**Clock distribution**

Scale: 4 px per um.
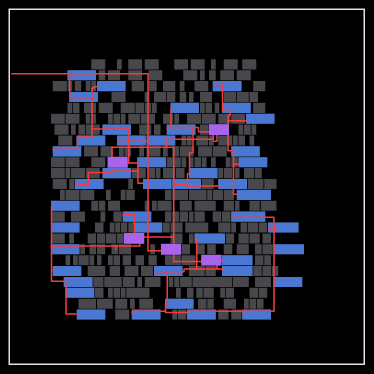
**Wires at chosen ports, followed through buffers**

Scale: 3 px per um.
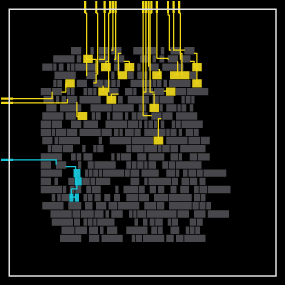
**Cell density map**

Scale: 4 px per um. The die is cut into 9 by 9 equal tiles; dark blue is low, red is high, 0 to 100% covered.
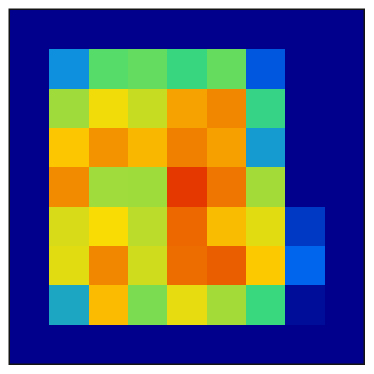
==> config.mk <==
export PLATFORM = sky130hd
export DESIGN_NAME = user_pass_controller
export DESIGN_NICKNAME = d
export VERILOG_FILES = /design/src/rtl/user_pass_controller.sv
export SDC_FILE = /design/constraint.sdc
export NUM_CORES = 1
export LEC_CHECK = 0
export CORE_MARGIN = 10
export CORE_UTILIZATION = 45
export DETAILED_ROUTE_END_ITERATION = 7
export GPL_TIMING_DRIVEN = 0
export PLACE_DENSITY = 0.79
export SLEW_MARGIN = 20
export SYNTH_ARGS = -nofsm -noshare
export SYNTH_HDL_FRONTEND = slang
export SYNTH_SLANG_ARGS = --single-unit
export TNS_END_PERCENT = 10
==> constraint.sdc <==
create_clock -name clk -period 2.45 [get_ports clk]
set_clock_uncertainty 0.1 [all_clocks]
set_input_delay 0.49 -clock clk [delete_from_list [all_inputs] [get_ports clk]]
set_output_delay 0.49 -clock clk [all_outputs]
set_load 0.02 [all_outputs]
==> results.sh <==
# flow metrics
export IMPL_synth_flops=44
export IMPL_numCtsBuffers=5
export IMPL_most_common_layout_cells="clkdlybuf4s50_1, nand2_1, dfxtp_1, a21oi_1, xor2_1"
export IMPL_n_antenna_cell=0
export IMPL_hold_viol=0
export IMPL_max_freq_mhz=396
export IMPL_power_density_mw_per_mm2=453
export IMPL_arrival_ns=2.59
export IMPL_reg2regPathDepth=7
export IMPL_period_minus_slack_ns=2.53
export IMPL_ir_drop_v=0.000347
export IMPL_grt_overflow_total=0
export IMPL_grt_start_max_net_pins=13
export IMPL_edf_count=0
export IMPL_worst_path_buf_inv=1
export IMPL_p_switching_mw=0.297
export IMPL_track_usage=0.140
export IMPL_dp_worst_setup_slack_ns=-0.370
export IMPL_via_per_inst=5.47
export IMPL_fin_crit_sh=1.03
export IMPL_rsz0062_at_grt="yes"
export IMPL_cp_cell_sequence="or4_4 > or3_4 > o41a_1 > a32oi_2 > buf_6 > xor2_1 > a21oi_1"
export IMPL_p_int_mw=0.998
export IMPL_crit_family="simple AND/OR/NAND/NOR gates"
export IMPL_p_sw_frac=0.229
export IMPL_hold_path_depth=2
export IMPL_required_ns=2.51
export IMPL_crit_cells=7
export IMPL_yosys_warnings=0
export IMPL_drt_iter0_drc=130
export IMPL_final_max_slew_viol_count=0
export IMPL_setup_viol_count_final=4
export IMPL_cp_max_fo=5
export IMPL_vias=1992
export IMPL_synthCells=249
export IMPL_clockBufferDepth=2
export IMPL_setup_ws_ns=-0.0776
export IMPL_dr_pass1_iters=4
export IMPL_cap_violations=0
export IMPL_clk_pin_slew_ns=0.08
export IMPL_ys_cells=249
export IMPL_gp_congestion=0.814
export IMPL_fp_nets=291
export IMPL_grt_first_pass_wirelength_mm=8.73
export IMPL_drc=0
export IMPL_p_leak_nw=1.16
export IMPL_dieWidth_um=88.4
export IMPL_start_kind="register"
export IMPL_hold_class="register to register"
export IMPL_num_rows=24
export IMPL_comb_power_share=0.106
export IMPL_synth_avg_cell_area_um2=8.45
export IMPL_die_area_mm2=0.00781
export IMPL_logic_area_mm2=0.00119
export IMPL_fin_cells=364
export IMPL_seq_area_um2=895
export IMPL_synth_seq_share=0.419
export IMPL_ant_nets=0
export IMPL_antenna_found_initial=0
export IMPL_netlist_area_mm2=0.00210
export IMPL_cts_sinks=44
export IMPL_maxSlewHeadroom=0.651
export IMPL_synthToLayoutAreaGrowth_pct=35.7
export IMPL_cp_slowest_cell="or4_4"
export IMPL_cts_tree="yes"
export IMPL_clock_latency_ns=0.30
export IMPL_ys_async_sr_fraction=0
export IMPL_wire_per_inst_um=14.9
export IMPL_tightestPinTransition_ns=0.520
export IMPL_synth_cell_type_count=47
export IMPL_p_seq_frac=0.564
export IMPL_grt_pass1_vias=1965
export IMPL_drive_gt1_frac=0.128
export IMPL_nets=354
export IMPL_ctsHoldBuffers=0
export IMPL_final_common_cell="clkdlybuf4s50_1"
export IMPL_critical_path_class="register to register"
export IMPL_die_h_um=88.4
export IMPL_wirelength_mm=5.43
export IMPL_root_buffer="clkbuf_8"
export IMPL_cts_max_level=2
export IMPL_failed_checks="setup timing"
export IMPL_synth_chip_area_mm2=0.00210
export IMPL_outcome="finished, violations left"
export IMPL_critPathCaptureType="register"
export IMPL_dp_cells=347
export IMPL_warnings=29
export IMPL_ff_type="dfxtp_1"
export IMPL_rrSetupSlack_ns=-0.08
export IMPL_critPathMaxStageDelay_ns=0.55
export IMPL_hpwlAfterDp_mm=3.94
export IMPL_dpl_instance_area_mm2=0.00263
export IMPL_fill_cells=375
export IMPL_stdcell_area_mm2=0.00286
-- 'clock distribution' (at the start) --
clock drivers: drawn in purple, count 5. flip-flops: drawn in blue, count 44. clock wires: drawn in red, length 544 um.
There are 6 routed clock nets.
clock network power: 0.427 mW
Clock Power Share: 0.330

-- 'wires at chosen ports, followed through buffers' (at the start) --
pass_allow: drawn in cyan, direction input, edge left, end cells 4, wire 34.2 um. q_pass: drawn in yellow, direction input, edge 14 top, 2 left, end cells 16, wire 423 um.
IO Pins: 48
buffers added on ports: 46

-- 'cell density map' (at the start) --
44% of the tiles are nearly empty. The emptiest ninth of the die: upper right. The densest ninth of the die: centre.
Util after Layout: 0.642
Core Region: 0.00444 mm2
starting density of the core: 0.474

==> metal layers <==
layer  global-route usage  share of wire  wire length [um]  up-vias
met5                    0              0                 0        -
met4               0.0587          0.021               113        0
met3               0.0515          0.060               327       10
met2                0.240           0.52              2850       50
met1                0.153           0.39              2140      939
li1                     -              -                 -      993
==> Yosys cell counts (all sizes together), types with 2 or more instances <==
| library cell | count | share of area |
|---|---|---|
| a211oi | 3 | 0.011 |
| a21oi | 24 | 0.057 |
| a31oi | 2 | 0.0059 |
| and2 | 3 | 0.0089 |
| and3 | 3 | 0.0089 |
| and3b | 2 | 0.0083 |
| buf | 2 | 0.0077 |
| clkbuf | 9 | 0.016 |
| dfxtp | 44 | 0.42 |
| ha | 3 | 0.018 |
| inv | 7 | 0.012 |
| mux2i | 3 | 0.014 |
| nand2 | 41 | 0.073 |
| nand2b | 4 | 0.012 |
| nand3 | 2 | 0.0048 |
| nor2 | 19 | 0.034 |
| nor2b | 4 | 0.012 |
| nor3 | 4 | 0.0095 |
| nor4 | 8 | 0.024 |
| o21ai | 6 | 0.014 |
| o2bb2ai | 2 | 0.0083 |
| o31ai | 3 | 0.011 |
| o41ai | 2 | 0.012 |
| or2 | 3 | 0.0089 |
| or3 | 6 | 0.020 |
| or4 | 4 | 0.016 |
| xnor2 | 4 | 0.017 |
| xor2 | 19 | 0.079 |
==> repair_timing <==
| item | in CTS | in global routing |
|---|---|---|
| pin swaps | 8 | 5 |
| setup endpoints to repair | 18 | 21 |
| cloned | 1 | 0 |
| setup buffers | 6 | 4 |
| gates resized | 12 | 12 |
==> metrics by stage <==
stage | hold WS [ns] | total power, mW | setup TNS [ns]
2_1_floorplan | 0.334 | 0.804 | 0
3_3_place_gp | 0.355 | 0.885 | -5.56
6_report | 0.371 | 1.29 | -0.126
4_1_cts | 0.370 | 1.31 | -0.611
3_5_place_dp | 0.359 | 0.887 | -5.77
5_1_grt | 0.390 | 1.34 | -0.807
==> cell type report <==
class                           count  area share
Buffer                             10      0.0188
Clock buffer                        6      0.0254
Clock inverter                      1     0.00175
Inverter                            7     0.00920
Multi-Input combinational cell    187       0.418
Sequential cell                    44       0.313
Tap cell                           52      0.0228
Timing Repair Buffer               57       0.191
==> tightest hold or removal path: cells and delay by family, from the launching register on <==
family	cells	cell delay, ns
and+or+nand+nor	1	0.05
DFF	1	0.32
AOI/OAI and AO/OA	1	0.05
==> kinds of logic (layout without fill, tap and decap cells) <==
logic type               count (synthesis)  in the layout  share of synthesized area
AND/OR/NAND/NOR                        106            106                      0.251
AND-OR/OR-AND                           51             51                      0.161
flip-flops                              44             44                      0.419
XOR/XNOR                                23             23                     0.0957
buffers and inverters                   18             81                     0.0363
multiplexers                             4              4                     0.0196
adder cells (fa/ha/maj)                  3              3                     0.0178
==> power by group through the flow <==
stage                     registers, mW  clock network, mW  logic [mW]
after floorplan                   0.750                  0      0.0542
after global placement            0.747                  0       0.138
after detailed placement          0.747                  0       0.140
after CTS                         0.729              0.437       0.141
after global routing              0.731              0.459       0.152
final                             0.730              0.427       0.138
Power and IR drop assume default switching activity.
